Congestion heat map:
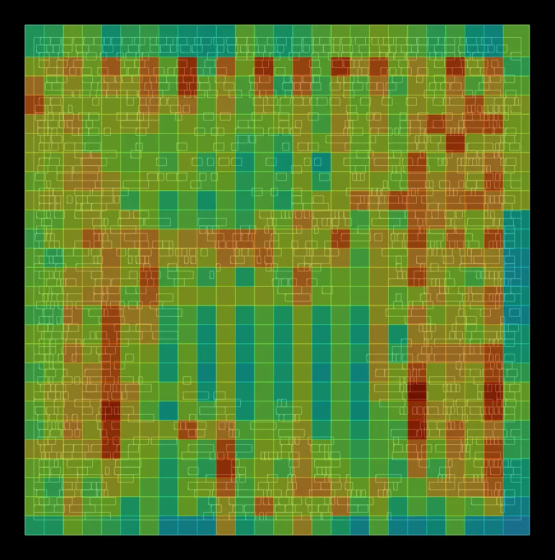
Drive-strength map:
The bar under the picture is 50 um long.
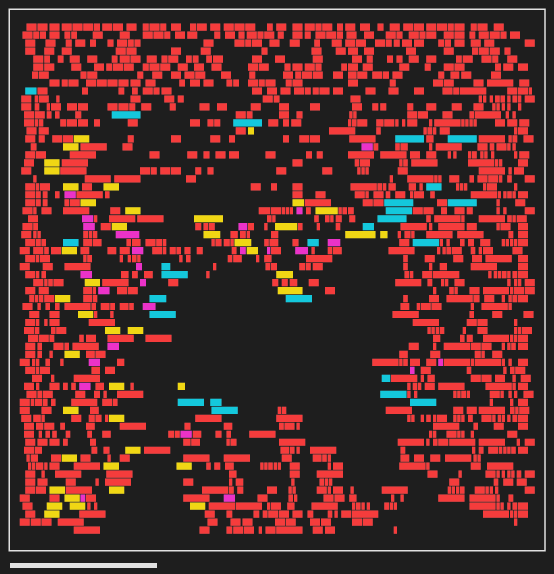
A small window of the routed layout:
The bar under the picture is 10 um long. Window x 71 to 111, y 35 to 75 um. Cells in grey, sequential cells in the stronger grey; small squares are vias.
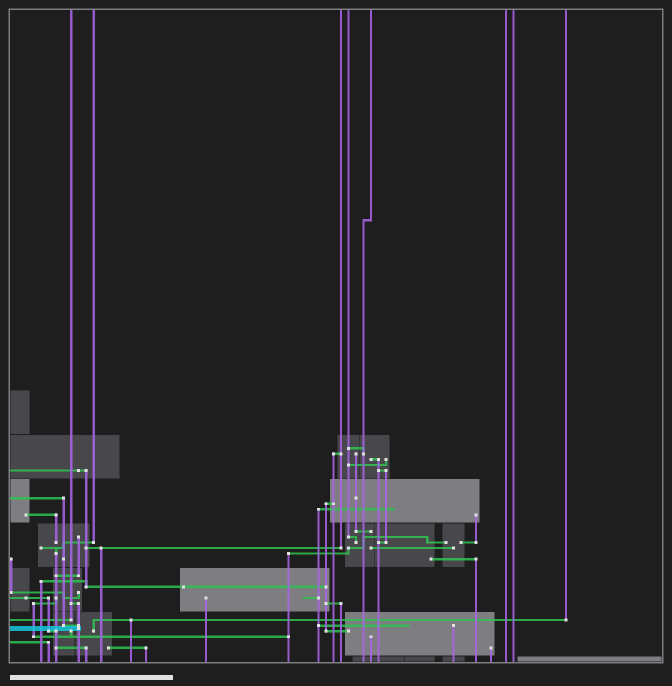
==> config.mk <==
export PLATFORM = sky130hd
export DESIGN_NAME = mem_stage
export DESIGN_NICKNAME = d
export VERILOG_FILES = /design/src/rtl/mips_defs_pkg.sv /design/src/rtl/mem_load_align.sv /design/src/rtl/mem_stage.sv
export SDC_FILE = /design/constraint.sdc
export NUM_CORES = 1
export LEC_CHECK = 0
export ABC_CLOCK_PERIOD_IN_PS = 9740
export CAP_MARGIN = 25
export CORE_AREA = 3 3 179 181
export CTS_CLUSTER_DIAMETER = 150
export CTS_CLUSTER_SIZE = 24
export DETAILED_ROUTE_END_ITERATION = 10
export DIE_AREA = 0 0 182 184
export GPL_TIMING_DRIVEN = 0
export PLACE_DENSITY = 0.57
export REMOVE_ABC_BUFFERS = 1
export SLEW_MARGIN = 30
export SYNTH_ARGS = -nofsm -noshare
export SYNTH_HDL_FRONTEND = slang
export SYNTH_SLANG_ARGS = --single-unit
==> constraint.sdc <==
create_clock -name clk -period 9.74 [get_ports clk]
set_input_delay 2.922 -clock clk [delete_from_list [all_inputs] [get_ports clk]]
set_output_delay 2.922 -clock clk [all_outputs]
set_load 0.05 [all_outputs]
==> results.py <==
# Auto-generated metrics
metrics = {
    "floorplanning": {
        "core_area_um2": 30590,
        "rows": 64,
        "die_y_um": 184,
        "die-area_um2": 33490,
    },
    "route": {
        "drt-vias-per-instance": 4.633,
        "ant_nets": 0,
        "wirelength_um": 35590,
        "drc": 0,
        "drt_pass1_iterations": 4,
    },
    "final_timing": {
        "final_max_slew_viol_count": 0,
        "slew_headroom_pct": 41.41,
        "hold_violations": 0,
        "min_period_ns": 9.420,
        "setup_violations": 0,
        "worst_pin_slew_ns": 0.8760,
    },
    "finish": {
        "layout.area.comb_um2": 4170,
        "final_cells": 1690,
        "diodes": 0,
        "nFillCells": 3086,
        "nets": 1538,
        "final_util_pct": 40.67,
        "lay_top_count": "clkdlybuf4s50_1",
    },
    "worst_setup_path": {
        "cp_max_fo": 16,
        "crit_path_max_incr_delay_ns": 0.87,
        "endpoint_kind": "primary output",
        "crit_family": "buffers and inverters",
        "crit_type": "input pin to primary output",
        "cpMostUsedCell": "clkdlybuf4s50_1",
        "worstSetupStartpointType": "input pin",
        "path_buffers": 2,
        "r2r_setup_slack_ns": 7.38,
    },
    "clocking": {
        "clock_path_buffers": 2,
        "cts_hold_buffers": 0,
        "cts.sinks": 102,
        "cts_tree": "yes",
        "numCtsBuffers": 9,
        "postCtsSetupBuffers": 0,
        "cts_resized": 0,
        "htree_num_levels": 3,
        "clock_latency_ns": 0.35,
        "ctsRootBufferMaster": "clkbuf_16",
    },
    "status": {
        "outcome": "finished clean",
    },
    "power": {
        "p_leak_nw": 4.933,
        "p_total_mw": 1.429,
        "power_frac_comb_pct": 36.6,
        "p_switching_mw": 0.5080,
        "clkPwrFrac_pct": 25.5,
        "switching_share_pct": 35.54,
    },
    "grt": {
        "gr-total-overflow": 0,
        "grtUsageTotal_pct": 20.13,
        "antenna_found_initial": 3,
        "grt_pass1_vias": 7795,
        "grt_start_max_net_pins": 91,
        "grt_pass1_wl_um": 51120,
    },
    "place": {
        "dp.cells": 1674,
        "dpl.hpwl_um": 27990,
        "io_buffer_count": 461,
    },
    "run": {
        "drv_cap": 0,
        "warnings": 25,
    },
    "logic_synthesis": {
        "syn_inst": 875,
        "largest_area_cell": "dfrtp_1",
        "synth-edff-count": 0,
        "numSynthFlops": 102,
        "ys_types": 58,
        "async_reset_ff_share_pct": 100.0,
    },
    "worst_hold_path": {
        "hold_class": "flip-flop to flip-flop",
    },
}
## Picture notes: 'congestion heat map'
busiest layer in global routing: met2
wire per inst: 21.06 um
met3 Usage GRT: 9.398%
global routing usage on met1: 26.15%

## Picture notes: 'drive-strength map'
magenta -> x2  # cells 25, share 1.9%
cyan -> x6 and larger  # cells 25, share 1.9%
yellow -> x3 and x4  # cells 43, share 3.3%
red -> x1 and smaller  # cells 1201, share 93%
Design Area, Final: 12440 um^2
area delta synth->final: 76.36%
Final WS setup: 0.3197 ns
Non-clk bufs: 471

## Picture notes: 'a small window of the routed layout'
purple -> M2
cyan -> M3
green -> M1
cells with their middle in the window = 14
most frequent = dfrtp_1 (3), nand2_1 (2), o21ai_0 (2)
sequential cells in the window = 3

[through the flow]
step	setup slack, ns	hold slack, ns
floorplan	0.6773	0.4457
global placement	-5.680	0.4571
detailed placement	0.1972	0.4627
CTS	0.1775	0.4831
global route	0.1207	0.4958
finish	0.3197	0.4796
[cells by family (layout without fill, tap and decap cells)]
kind of cell	after synthesis	count (layout)	synth area share [%]
AOI/OAI and AO/OA	194	194	16.96
DFF	102	102	36.18
other	1	2	0.05316
muxes	70	70	12.45
and+or+nand+nor	418	418	28.56
buffers and inverters	90	508	5.800
[final cells by class]
class / instances / area share, %
flip-flops and latches: 102 / 20.55
clock inverters: 7 / 0.5230
well taps: 396 / 3.983
repair buffers: 471 / 38.90
clock buffers: 9 / 1.810
multi-input cells: 684 / 33.52
inverters: 21 / 0.7141
[synthesized netlist by cell type (2+ instances only)]
library cell / instances
nand2_1: 217
or3_1: 2
a21oi_1: 92
nand4_1: 3
buf_2: 15
inv_1: 20
a31oi_1: 2
and3_1: 4
buf_1: 3
nand3_1: 12
o21a_1: 5
o22ai_1: 8
a31oi_2: 2
nor3_1: 3
buf_6: 6
a32oi_1: 7
o221ai_1: 8
o2bb2ai_1: 6
o21ai_0: 32
a2bb2oi_1: 2
nor2b_1: 123
a22oi_1: 6
clkbuf_1: 43
mux2_4: 30
nand2b_1: 5
a211o_1: 2
mux2i_1: 27
and3b_1: 2
buf_4: 2
o211ai_1: 10
nor2_1: 35
a32o_1: 3
mux2_2: 12
dfrtp_1: 102
[power by group through the flow]
stage	clock [mW]	sequential, mW	combinational [mW]
global placement	0	0.548	0.516
detailed placement	0	0.548	0.524
global route	0.397	0.550	0.555
CTS	0.382	0.541	0.527
finish	0.365	0.541	0.523
floorplan	0	0.526	0.293
[worst reg2reg max path, stage by stage (launching register included)]
cell and delay (ns):
dfrtp_4 0.64, nor2_1 0.25, nand3_1 0.11, a31oi_1 0.21, a32o_4 0.60, mux2_2 0.43
[routing by layer]
layer  vias up  GRT usage [%]  routed length [um]
li1       3801              -                   -
met1      3653          26.15               15080
met2       349          30.93               15970
met3        23          9.398                4080
met4         4          3.839                 441
met5         -              0                  23
No activity file was given, so power comes from the tool's default toggle rates.
